File: config.mk
export PLATFORM = sky130hd
export DESIGN_NAME = sm83_bus_responder
export DESIGN_NICKNAME = d
export VERILOG_FILES = /design/src/rtl/sm83_bus_responder.sv
export SDC_FILE = /design/constraint.sdc
export NUM_CORES = 1
export LEC_CHECK = 0
export CAP_MARGIN = 20
export CORE_AREA = 2 2 220 439
export DETAILED_ROUTE_END_ITERATION = 8
export DIE_AREA = 0 0 222 441
export GPL_TIMING_DRIVEN = 0
export HOLD_SLACK_MARGIN = 0.03
export PLACE_DENSITY_LB_ADDON = 0.05
export SETUP_SLACK_MARGIN = 0.1
export SLEW_MARGIN = 10
export SYNTH_ARGS = -nofsm -noshare
export SYNTH_HDL_FRONTEND = slang
export SYNTH_SLANG_ARGS = --single-unit
export TNS_END_PERCENT = 10
File: constraint.sdc
create_clock -name clk -period 2.64 [get_ports clk]
set_input_delay 0.264 -clock clk [delete_from_list [all_inputs] [get_ports clk]]
set_output_delay 0.264 -clock clk [all_outputs]
set_load 0.03 [all_outputs]
File: src/rtl/sm83_bus_responder.sv
// SM83 data-bus responder: HRAM, IF/IE, boot latch and a req/ack bridge to external memory.
// Define SM83_BOOT_OVERLAY_EN to map the boot ROM over 0x0000 while the boot latch is set.
`timescale 1ns/1ps
module sm83_bus_responder #(
    parameter int unsigned EXT_TIMEOUT = 255,
    parameter int unsigned BOOT_SIZE   = 256
) (
    input  logic        clk,
    input  logic        rst_n,
    input  logic [15:0] cpu_addr,
    input  logic        cpu_rd,
    input  logic        cpu_wr,
    input  logic [7:0]  cpu_wdata,
    output logic [7:0]  cpu_rdata,
    output logic        cpu_ready,
    output logic        ext_req,
    output logic        ext_we,
    output logic [15:0] ext_addr,
    output logic [7:0]  ext_wdata,
    input  logic        ext_ack,
    input  logic [7:0]  ext_rdata,
    output logic [7:0]  boot_addr,
    input  logic [7:0]  boot_rdata,
    input  logic [4:0]  irq_set,
    input  logic [4:0]  irq_clr,
    output logic        irq_pending,
    output logic        bus_err
);
    typedef enum logic [1:0] {IDLE = 2'd0, INT_RESP = 2'd1, EXT_WAIT = 2'd2, EXT_RESP = 2'd3} state_t;

    localparam logic [7:0]  TMO_LAST   = 8'(EXT_TIMEOUT - 1);
    localparam logic [16:0] BOOT_LIMIT = 17'(BOOT_SIZE);

    state_t      state_q, state_d;
    logic        boot_wait_q, boot_wait_d;
    logic        boot_sel_q, boot_sel_d;
    logic [7:0]  cnt_q, cnt_d;
    logic        cpu_ready_q, cpu_ready_d;
    logic [7:0]  cpu_rdata_q, cpu_rdata_d;
    logic        bus_err_q, bus_err_d;
    logic        ext_req_q, ext_req_d;
    logic        ext_we_q, ext_we_d;
    logic [15:0] ext_addr_q, ext_addr_d;
    logic [7:0]  ext_wdata_q, ext_wdata_d;
    logic [7:0]  boot_addr_q, boot_addr_d;
    logic [4:0]  if_q, if_d;
    logic [7:0]  ie_q, ie_d;
    logic        boot_en_q, boot_en_d;
    logic [7:0]  hram_q [0:126];

    logic hram_hit_s, ie_hit_s, if_hit_s, latch_hit_s, unmap_hit_s, internal_s;
    logic boot_win_s, boot_hit_s, accept_s, wr_acc_s, hram_we_s;
    logic [7:0] int_rdata_s;

    // Address decode and internal read mux
    always_comb begin
        hram_hit_s  = (cpu_addr[15:7] == 9'h1FF) && (cpu_addr[6:0] != 7'h7F);
        ie_hit_s    = (cpu_addr == 16'hFFFF);
        if_hit_s    = (cpu_addr == 16'hFF0F);
        latch_hit_s = (cpu_addr == 16'hFF50);
        unmap_hit_s = (cpu_addr[15:8] == 8'hFE) && (cpu_addr[7:0] >= 8'hA0);
        internal_s  = hram_hit_s || ie_hit_s || if_hit_s || latch_hit_s || unmap_hit_s;
        boot_win_s  = ({1'b0, cpu_addr} < BOOT_LIMIT);
`ifdef SM83_BOOT_OVERLAY_EN
        boot_hit_s  = boot_en_q && !cpu_wr && boot_win_s;
`else
        boot_hit_s  = 1'b0;
`endif
        accept_s    = (state_q == IDLE) && (cpu_rd || cpu_wr);
        wr_acc_s    = accept_s && cpu_wr;
        if (cpu_wr) begin
            int_rdata_s = 8'hFF;
        end else if (hram_hit_s) begin
            int_rdata_s = hram_q[cpu_addr[6:0]];
        end else if (ie_hit_s) begin
            int_rdata_s = ie_q;
        end else if (if_hit_s) begin
            int_rdata_s = {3'b111, if_q};
        end else if (latch_hit_s) begin
            int_rdata_s = {7'h7F, ~boot_en_q};
        end else begin
            int_rdata_s = 8'hFF;
        end
    end

    // Internal register updates; a CPU write to IF replaces the held value but set still wins
    always_comb begin
        if (wr_acc_s && if_hit_s) begin
            if_d = cpu_wdata[4:0] | irq_set;
        end else begin
            if_d = (if_q & ~irq_clr) | irq_set;
        end
        if (wr_acc_s && ie_hit_s) begin
            ie_d = cpu_wdata;
        end else begin
            ie_d = ie_q;
        end
        if (wr_acc_s && latch_hit_s && (cpu_wdata != 8'h00)) begin
            boot_en_d = 1'b0;
        end else begin
            boot_en_d = boot_en_q;
        end
        hram_we_s = wr_acc_s && hram_hit_s;
    end

    // HRAM storage, intentionally not reset
    always_ff @(posedge clk) begin
        if (hram_we_s) begin
            hram_q[cpu_addr[6:0]] <= cpu_wdata;
        end
    end

    // State and output registers
    always_ff @(posedge clk or negedge rst_n) begin
        if (!rst_n) begin
            state_q     <= IDLE;
            boot_wait_q <= 1'b0;
            boot_sel_q  <= 1'b0;
            cnt_q       <= 8'h00;
            cpu_ready_q <= 1'b0;
            cpu_rdata_q <= 8'hFF;
            bus_err_q   <= 1'b0;
            ext_req_q   <= 1'b0;
            ext_we_q    <= 1'b0;
            ext_addr_q  <= 16'h0000;
            ext_wdata_q <= 8'h00;
            boot_addr_q <= 8'h00;
            if_q        <= 5'h00;
            ie_q        <= 8'h00;
            boot_en_q   <= 1'b1;
        end else begin
            state_q     <= state_d;
            boot_wait_q <= boot_wait_d;
            boot_sel_q  <= boot_sel_d;
            cnt_q       <= cnt_d;
            cpu_ready_q <= cpu_ready_d;
            cpu_rdata_q <= cpu_rdata_d;
            bus_err_q   <= bus_err_d;
            ext_req_q   <= ext_req_d;
            ext_we_q    <= ext_we_d;
            ext_addr_q  <= ext_addr_d;
            ext_wdata_q <= ext_wdata_d;
            boot_addr_q <= boot_addr_d;
            if_q        <= if_d;
            ie_q        <= ie_d;
            boot_en_q   <= boot_en_d;
        end
    end

    // Next-state logic; an ack on the expiry cycle takes priority over the timeout
    always_comb begin
        state_d     = state_q;
        cnt_d       = cnt_q;
        boot_wait_d = 1'b0;
        case (state_q)
            IDLE: begin
                if (accept_s) begin
                    if (boot_hit_s) begin
                        state_d     = INT_RESP;
                        boot_wait_d = 1'b1;
                    end else if (internal_s) begin
                        state_d = INT_RESP;
                    end else begin
                        state_d = EXT_WAIT;
                        cnt_d   = 8'h00;
                    end
                end else begin
                    state_d = IDLE;
                end
            end
            INT_RESP: begin
                if (boot_wait_q) begin
                    state_d = INT_RESP;
                end else begin
                    state_d = IDLE;
                end
            end
            EXT_WAIT: begin
                if (ext_ack || (cnt_q == TMO_LAST)) begin
                    state_d = EXT_RESP;
                end else begin
                    cnt_d = cnt_q + 8'd1;
                end
            end
            EXT_RESP: state_d = IDLE;
            default:  state_d = IDLE;
        endcase
    end

    // Output logic feeding the registered outputs
    always_comb begin
        cpu_ready_d = 1'b0;
        cpu_rdata_d = 8'hFF;
        bus_err_d   = 1'b0;
        boot_sel_d  = 1'b0;
        ext_req_d   = ext_req_q;
        ext_we_d    = ext_we_q;
        ext_addr_d  = ext_addr_q;
        ext_wdata_d = ext_wdata_q;
        boot_addr_d = boot_addr_q;
        case (state_q)
            IDLE: begin
                if (accept_s && boot_hit_s) begin
                    boot_addr_d = cpu_addr[7:0];
                end else if (accept_s && internal_s) begin
                    cpu_ready_d = 1'b1;
                    cpu_rdata_d = int_rdata_s;
                end else if (accept_s) begin
                    ext_req_d   = 1'b1;
                    ext_we_d    = cpu_wr;
                    ext_addr_d  = cpu_addr;
                    ext_wdata_d = cpu_wdata;
                end else begin
                    ext_req_d = 1'b0;
                end
            end
            INT_RESP: begin
                if (boot_wait_q) begin
                    cpu_ready_d = 1'b1;
                    boot_sel_d  = 1'b1;
                end else begin
                    cpu_ready_d = 1'b0;
                end
            end
            EXT_WAIT: begin
                if (ext_ack) begin
                    ext_req_d   = 1'b0;
                    cpu_ready_d = 1'b1;
                    cpu_rdata_d = ext_we_q ? 8'hFF : ext_rdata;
                end else if (cnt_q == TMO_LAST) begin
                    ext_req_d   = 1'b0;
                    cpu_ready_d = 1'b1;
                    bus_err_d   = 1'b1;
                end else begin
                    ext_req_d = 1'b1;
                end
            end
            EXT_RESP: ext_req_d = 1'b0;
            default:  ext_req_d = 1'b0;
        endcase
    end

    assign cpu_ready   = cpu_ready_q;
    assign bus_err     = bus_err_q;
    assign ext_req     = ext_req_q;
    assign ext_we      = ext_we_q;
    assign ext_addr    = ext_addr_q;
    assign ext_wdata   = ext_wdata_q;
    assign irq_pending = |(ie_q[4:0] & if_q);
`ifdef SM83_BOOT_OVERLAY_EN
    // Boot ROM data arrives straight from the synchronous ROM in the ready cycle
    assign boot_addr = boot_addr_q;
    assign cpu_rdata = boot_sel_q ? boot_rdata : cpu_rdata_q;
`else
    logic unused_s;
    assign unused_s  = ^{boot_rdata, boot_addr_q, boot_sel_q, boot_win_s};
    assign boot_addr = 8'h00;
    assign cpu_rdata = cpu_rdata_q;
`endif
endmodule

Signal wires on met1:
Supply wires on this layer in gray.
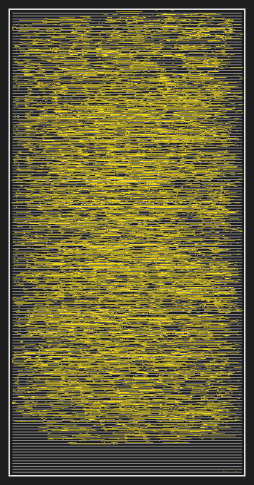
The layer carries 61.4 mm of wire. The wires run mostly horizontal. The longest straight run is 97.5 um.

Layout detail:
Scale bar: 10 um. Window x 96 to 126, y 206 to 236 um. Cells in gray, sequential cells in the stronger gray; small squares are vias.
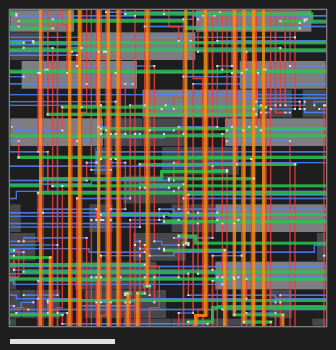
Key: red = met2; orange = met4; blue = met1; green = met3
Netlist names of flops here include `hram_q` (10). Most frequent: edfxtp_1 (10), buf_6 (3), nor4_4 (2). Sequential cells in the window: 10. 27 logic cells have their middle in the window.

The metal 4 layer:
Supply wires on this layer in gray.
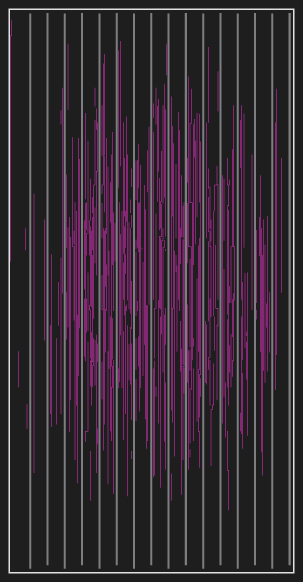
167 nets have wire on it. The layer holds 11% of the routed length. The layer carries 19200 um of wire. The longest straight run is 219 um.

==> flow_summary.json <==
{
  "status": "complete, but fails checks",
  "failed_checks": "negative setup slack",
  "grt_busiest_layer": "met2",
  "switching_share": 0.255,
  "arrival_ps": 3640,
  "worstHoldStart": "cpu_addr[10]",
  "dieHeight_um": 441,
  "nFillCells": 7733,
  "common_cells": "edfxtp_1 (1016), nor2_1 (206), nand2_1 (168)",
  "top_area_frac": 0.722,
  "ant_nets": 0,
  "rows": 160,
  "tightest_slew_ps": 1190,
  "vias": 27896,
  "drc": 0,
  "seq_share": 0.628,
  "ys.flop_type": "edfxtp_1",
  "dp_hpwl_um": 121000,
  "critPathKind": "reg -> reg",
  "inverters": 8,
  "avgSynthCellArea_sq_um": 16.2,
  "setup_ws_ps": -391,
  "synth_warnings": 0,
  "nWellTaps": 1215,
  "slowest_delay_ps": 840,
  "crit_family": "AND-OR/OR-AND gates",
  "ys_ff": 1076,
  "synthCells": 2611,
  "maxCapViolCount": 0,
  "final-hold-violation-count": 0,
  "post-place-ws_ps": -3090,
  "crit_fanout": 1,
  "dpl-instance-area_sq_um": 45000,
  "io_pins": 100,
  "grt_max_degree": 110,
  "maxPowerGroup": "sequential cells",
  "viasPerCell": 6.70,
  "post-route-period-util": 1.15,
  "drtPass1Iterations": 8,
  "cts-htree-levels": 3,
  "area_leaders": "edfxtp_1 (72%), dfrtp_1 (3.0%), mux2i_1 (2.1%)",
  "peakVddDrop_mv": 0.613,
  "power.total_mw": 37.6,
  "clock_latency_ps": 730,
  "wire_per_inst_um": 43.5,
  "timing.rr.end": "cpu_rdata[2]",
  "cts-root-buf": "clkbuf_16",
  "dpl.cell_count": 3934,
  "min_to": "ext_addr[10]",
  "setup_viol": 4
}
The clock network:
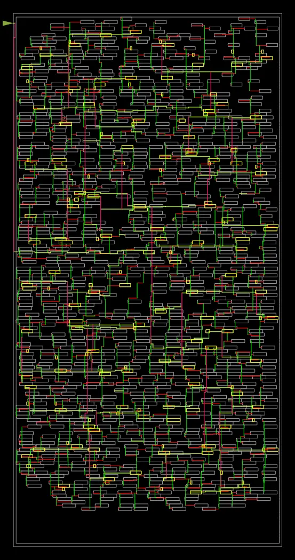
flop count: 1076
clk sink count: 1076
Worst Skew: 35.9 ps
Clk. pwr: 14.4 mW
# clk buffers: 115

Wiring by layer:
Only two layers are drawn.
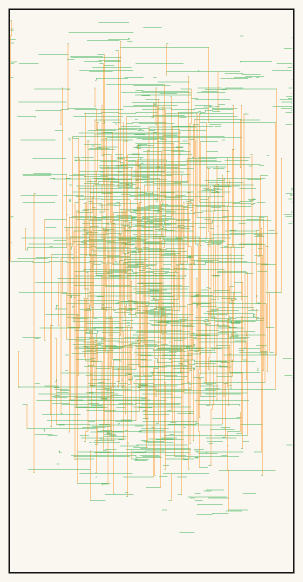
Key: orange = met4 [wire length 19200 um]; green = met3 [wire length 18700 um]

Power and IR drop assume default switching activity.
